[src/rtl/switch_debounce_bank_pkg.sv]
// Shared constants and types for the Go Board push-button conditioning path.
// The LED stages import the same values so the channel count and debounce time agree.
package switch_debounce_bank_pkg;

   localparam int NUM_SW                    = 4;
   localparam int DEBOUNCE_LIMIT_25MHZ_10MS = 250000;

   typedef struct packed {
      logic level;
      logic rise;
      logic fall;
   } filt_out_t;

   // A limit of 2 still needs one counter bit to hold the value LIMIT-1.
   function automatic int count_width(input int limit);
      return (limit > 2) ? $clog2(limit) : 1;
   endfunction

endpackage

[src/rtl/debounce_filter.sv]
// One switch channel: 2-FF synchronizer, stable-time filter and registered edge strobes.
// A new level is accepted only after it has been seen for LIMIT consecutive cycles.
module debounce_filter
   import switch_debounce_bank_pkg::*;
#(
   parameter int LIMIT = DEBOUNCE_LIMIT_25MHZ_10MS
) (
   input  logic clk,
   input  logic rst,
   input  logic raw,
   output logic level,
   output logic rise,
   output logic fall
);

   localparam int            CW   = count_width(LIMIT);
   localparam logic [CW-1:0] LAST = CW'(LIMIT - 1);

   logic          s1;
   logic          s2;
   logic [CW-1:0] count;
   logic [CW-1:0] count_next;
   filt_out_t     out_q;
   filt_out_t     out_next;

   // synchronizer chain; raw is sampled nowhere else
   always_ff @(posedge clk or posedge rst) begin
      if (rst) begin
         s1 <= 1'b0;
         s2 <= 1'b0;
      end else begin
         s1 <= raw;
         s2 <= s1;
      end
   end

   // filter next state; acceptance at LAST also clears the count, so it never wraps
   always_comb begin
      count_next    = count;
      out_next      = out_q;
      out_next.rise = 1'b0;
      out_next.fall = 1'b0;
      if (s2 == out_q.level) begin
         count_next = {CW{1'b0}};
      end else if (count == LAST) begin
         count_next     = {CW{1'b0}};
         out_next.level = s2;
         out_next.rise  = s2;
         out_next.fall  = ~s2;
      end else begin
         count_next = count + CW'(1);
      end
   end

   // filter state registers
   always_ff @(posedge clk or posedge rst) begin
      if (rst) begin
         count <= {CW{1'b0}};
         out_q <= '0;
      end else begin
         count <= count_next;
         out_q <= out_next;
      end
   end

   assign level = out_q.level;
   assign rise  = out_q.rise;
   assign fall  = out_q.fall;

   debounce_filter_chk #(
      .LIMIT (LIMIT),
      .CW    (CW)
   ) u_chk (
      .clk   (clk),
      .rst   (rst),
      .count (count),
      .rise  (out_q.rise),
      .fall  (out_q.fall)
   );

endmodule

[src/rtl/debounce_filter_chk.sv]
// Property checks for one debounce channel: the stable-time counter stays within range,
// and the rise and fall strobes are never high together.
module debounce_filter_chk #(
   parameter int LIMIT = 4,
   parameter int CW    = 2
) (
   input logic          clk,
   input logic          rst,
   input logic [CW-1:0] count,
   input logic          rise,
   input logic          fall
);

   localparam logic [CW-1:0] LAST = CW'(LIMIT - 1);

   count_bound: assert property (@(posedge clk) disable iff (rst) count <= LAST);

   strobe_excl: assert property (@(posedge clk) disable iff (rst) !(rise && fall));

endmodule

[src/rtl/switch_debounce_bank.sv]
// Bank of independent debounce channels for the board push-buttons.
// Each channel is a self-contained debounce_filter; this level only fans the pins out.
module switch_debounce_bank #(
   parameter int NUM_SW         = switch_debounce_bank_pkg::NUM_SW,
   parameter int DEBOUNCE_LIMIT = switch_debounce_bank_pkg::DEBOUNCE_LIMIT_25MHZ_10MS
) (
   input  logic              i_Clk,
   input  logic              i_Rst,
   input  logic [NUM_SW-1:0] i_Switch,
   output logic [NUM_SW-1:0] o_Switch,
   output logic [NUM_SW-1:0] o_Rise,
   output logic [NUM_SW-1:0] o_Fall
);

   for (genvar n = 0; n < NUM_SW; n++) begin : g_ch
      debounce_filter #(
         .LIMIT (DEBOUNCE_LIMIT)
      ) u_filter (
         .clk   (i_Clk),
         .rst   (i_Rst),
         .raw   (i_Switch[n]),
         .level (o_Switch[n]),
         .rise  (o_Rise[n]),
         .fall  (o_Fall[n])
      );
   end

endmodule

[config.mk]
export PLATFORM = sky130hd
export DESIGN_NAME = switch_debounce_bank
export DESIGN_NICKNAME = d
export VERILOG_FILES = /design/src/rtl/switch_debounce_bank_pkg.sv /design/src/rtl/debounce_filter.sv /design/src/rtl/debounce_filter_chk.sv /design/src/rtl/switch_debounce_bank.sv
export SDC_FILE = /design/constraint.sdc
export NUM_CORES = 1
export LEC_CHECK = 0
export ABC_AREA = 1
export CORE_MARGIN = 2
export CORE_UTILIZATION = 61
export CTS_CLUSTER_SIZE = 16
export DETAILED_ROUTE_END_ITERATION = 12
export PLACE_DENSITY = 0.8
export REMOVE_ABC_BUFFERS = 1
export SYNTH_ARGS = -nofsm -noshare
export SYNTH_HDL_FRONTEND = slang
export SYNTH_SLANG_ARGS = --single-unit
[constraint.sdc]
create_clock -name i_Clk -period 3.1 [get_ports i_Clk]
set_input_delay 0.465 -clock i_Clk [delete_from_list [all_inputs] [get_ports i_Clk]]
set_output_delay 0.465 -clock i_Clk [all_outputs]
set_load 0.01 [all_outputs]
Fig. 1: sizing map
Scale: 4 px per um.
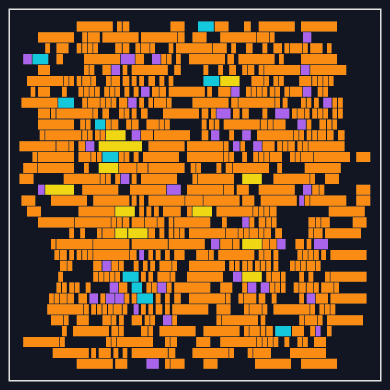
legend:
  cyan:
    size: _3 and _4 cells
    cells: 10
    share: 1.6%
  orange:
    size: _0 and _1 cells
    cells: 544
    share: 89%
  yellow:
    size: _6 and larger
    cells: 12
    share: 2.0%
  purple:
    size: _2 cells
    cells: 44
    share: 7.2%

Fig. 2: placement by cell class
Scale: 4 px per um.
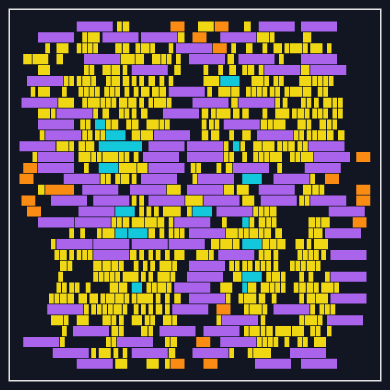
legend:
  purple:
    class: flops
    cells: 92
    share_of_their_area: 45%
  yellow:
    class: combinational and other logic
    cells: 484
    share_of_their_area: 47%
  orange:
    class: other buffers and delay cells
    cells: 18
    share_of_their_area: 3.7%
  cyan:
    class: clock drivers and dummy loads
    cells: 16
    share_of_their_area: 3.8%

==> results.cfg <==
; implementation run metrics
[layout]
antennaDiodeCount = 0
num-fill-cells = 621
fin_nets = 615
layout_top_cell = nor2_1
final_cell_mix = 156 x nor2_1, 92 x dfrtp_1, 86 x nand2_1
final-instance-count-excl-fill = 712
stdcell_area_sq_um = 5200
synthToLayoutAreaGrowth_pct = 8.79
drive_gt1_frac = 0.108

[sta]
layout_min_cycle_time_ns = 1.80
tns_ns = 0
slew_violations = 0
fmax_ghz = 0.556
worst_pin_slew_ns = 0.802
holdWs_ns = 0.359
final_hold_viol_count = 0
finalClockPeriodUsage = 0.580
setup_violations = 0
skew_ns = 0.0123
rsz0062_at_grt = no
max_slew_margin = 0.464

[logic_synthesis]
syn_area_sq_um = 4780
ys_seq_frac = 0.482
synth_cell_types = 26
ys_seq_elements = 92
yosysWarnings = 0
postSynthCellCount = 588
async_flop_share = 1.00
yosysCellCount = 588
syn_avg_cell_area_sq_um = 8.13
edf_count = 0
ys_area_sq_um = 4780
flop_cell = dfrtp_1

[clock_tree]
hold_buffers = 0
tritoncts = yes
cts_setup_buffers = 0
h-tree-depth = 3
cts_buffers = 9
cts.sinks = 92
cts_root_buf = clkbuf_8
clk_latency_ns = 0.35
clk_pin_slew_ns = 0.09
cts.repair.resized = 0
clock_path_buffers = 2

[critical_path]
cp.required_ns = 2.63
arrival_ns = 1.33
cpMaxStageDelayCell = clkdlybuf4s50_1
critPathTopFamily = buffers and inverters
critPathMaxFanout = 4
slowest_delay_ns = 0.56
crit_path_start_kind = flop
path_class = flop to output pin
critPathBufInv = 1
endpoint_kind = output pin
path_cells = clkdlybuf4s50_1

[grt]
grt_max_degree = 48
antenna_found_initial = 0
grt-ovfl-total = 0
first_global_vias = 3750
groute.usage.overall = 0.240
grt_pass1_wl_um = 16600

[power]
p_per_area_nw_per_um2 = 405
p_total_mw = 2.11
power_leakage_nw = 2.21
peakVddDrop_v = 0.000336

[place]
hpwl_um = 6650
port_buffers = 17
dp.cells = 696
dpl_cell_area_sq_um = 5010
gp_congestion = 0.854

[floorplanning]
die_h_um = 92.5
num_rows = 32
die_x_um = 92.5
initCoreUtil = 0.625
die_area_sq_um = 8560
pin_count = 18
coreArea_sq_um = 7650

[worst_hold_path]
worstHoldPathType = flop to flop

[routing]
post_drt_wl_per_cell_um = 12.9
drt_iter0_drc = 261
dr.pass1.iters = 4
ant_nets = 0
drc = 0
vias_per_cell = 5.25

[status]
outcome = finished clean

[flow_run]
max_cap_violations = 0
warning_count = 25
Fig. 3: where the registers sit
Scale: 4 px per um.
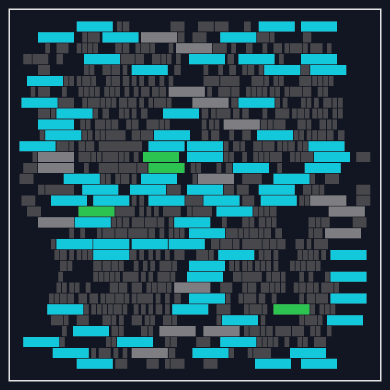
legend:
  green:
    netlist_name: `g_ch.u_filter.s2`
    placed_flops: 4
  cyan:
    netlist_name: `g_ch.u_filter.count`
    placed_flops: 72
    where: spread over the die
not colored: 16
Flop area: 2300 sq um
flop share of the area: 0.443
Seq. pwr: 1.23 mW

Fig. 4: metal 3
Scale: 3 px per um.
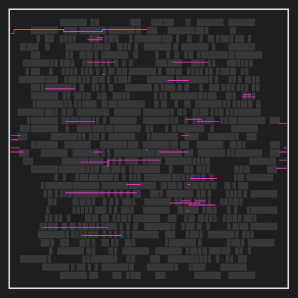
share of all routed wire: 3.1%
wire length on this layer: 281 um
longest straight run: 23.5 um
main direction: horizontal
nets with wire on the layer: 28
total wire length: 9220 um
met3 usage: 0.0342
routed vias: 3735

==> cells in the mapped netlist, drive strengths merged, types with 6 or more instances <==
| cell type | count | area share |
|---|---|---|
| a21oi | 6 | 0.0071 |
| buf | 12 | 0.019 |
| dfrtp | 92 | 0.48 |
| inv | 64 | 0.050 |
| nand2 | 99 | 0.087 |
| nand3 | 40 | 0.046 |
| nand4 | 14 | 0.018 |
| nor2 | 182 | 0.16 |
| nor3 | 15 | 0.017 |
| o21ai | 6 | 0.0063 |
| xnor2 | 11 | 0.020 |
| xor2 | 33 | 0.060 |
==> power breakdown <==
part,internal [mW],switching (mW)
Clock,0.373,0.417
Sequential,1.22,0.0169
Combinational,0.0242,0.0588
==> worst paths after layout <==
path | start | endpoint | slack, ns | cells past startpoint
setup reg to reg | g_ch[1].u_filter.level$_DFFE_PP0P_ | g_ch[1].u_filter.count[12]$_DFF_PP0_ | 1.58 | 6
hold reg to reg | g_ch[3].u_filter.s1$_DFF_PP0_ | g_ch[3].u_filter.s2$_DFF_PP0_ | 0.36 | 0
hold / removal | g_ch[3].u_filter.s1$_DFF_PP0_ | g_ch[3].u_filter.s2$_DFF_PP0_ | 0.36 | 0
max in group asynchronous | i_Rst | g_ch[3].u_filter.count[10]$_DFF_PP0_ | 1.85 | 3
min in group asynchronous | i_Rst | g_ch[2].u_filter.count[15]$_DFF_PP0_ | 0.57 | 2
setup / recovery | g_ch[1].u_filter.level$_DFFE_PP0P_ | o_Switch[1] | 1.30 | 1
==> layer usage <==
| metal | vias to the layer above | track usage | routed length, um |
|---|---|---|---|
| li1 | 1855 | - | - |
| met1 | 1809 | 0.325 | 4300 |
| met2 | 60 | 0.407 | 4530 |
| met3 | 11 | 0.0342 | 280 |
| met4 | 0 | 0.0697 | 106 |
| met5 | - | 0 | 0 |
==> cell families (layout without fill, tap and decap cells) <==
| group | Yosys count | after routing | synth area share |
|---|---|---|---|
| DFF | 92 | 92 | 0.482 |
| xor gates and xnor gates | 44 | 44 | 0.0806 |
| adders and majority gates | 4 | 4 | 0.0105 |
| buffers and inverters | 76 | 98 | 0.0691 |
| and+or+nand+nor | 357 | 357 | 0.341 |
| AOI/OAI and AO/OA | 15 | 15 | 0.0173 |
==> worst reg2reg max path, delay by kind of cell, from the launching register on <==
family	cells	cell delay, ns
flip-flops	1	0.43
AND/OR/NAND/NOR	4	0.67
buffers and inverters	2	0.29
==> sequential cells by signal, indices dropped and copies added (netlist names) <==
register and count:
g_ch.u_filter.count 72, g_ch.u_filter.level 4, g_ch.u_filter.rise 4, g_ch.u_filter.fall 4, g_ch.u_filter.s1 4, g_ch.u_filter.s2 4
==> stage by stage <==
step	utilization	worst slack, ns
final	0.680	1.30
after global placement	0.655	1.42
after CTS	0.680	1.29
after floorplan	-	0.243
after global routing	0.680	1.26
after detailed placement	0.655	1.40
==> cell type report <==
| class | count | area, sq um | area share |
|---|---|---|---|
| multi-input combinational | 420 | 2150 | 0.413 |
| clock inverter | 6 | 63.8 | 0.0123 |
| inverter | 64 | 241 | 0.0464 |
| clock buffer | 10 | 128 | 0.0245 |
| sequential | 92 | 2300 | 0.443 |
| tap | 102 | 128 | 0.0245 |
| timing repair buffer | 18 | 190 | 0.0366 |
Power is estimated from default activity; no workload was simulated.
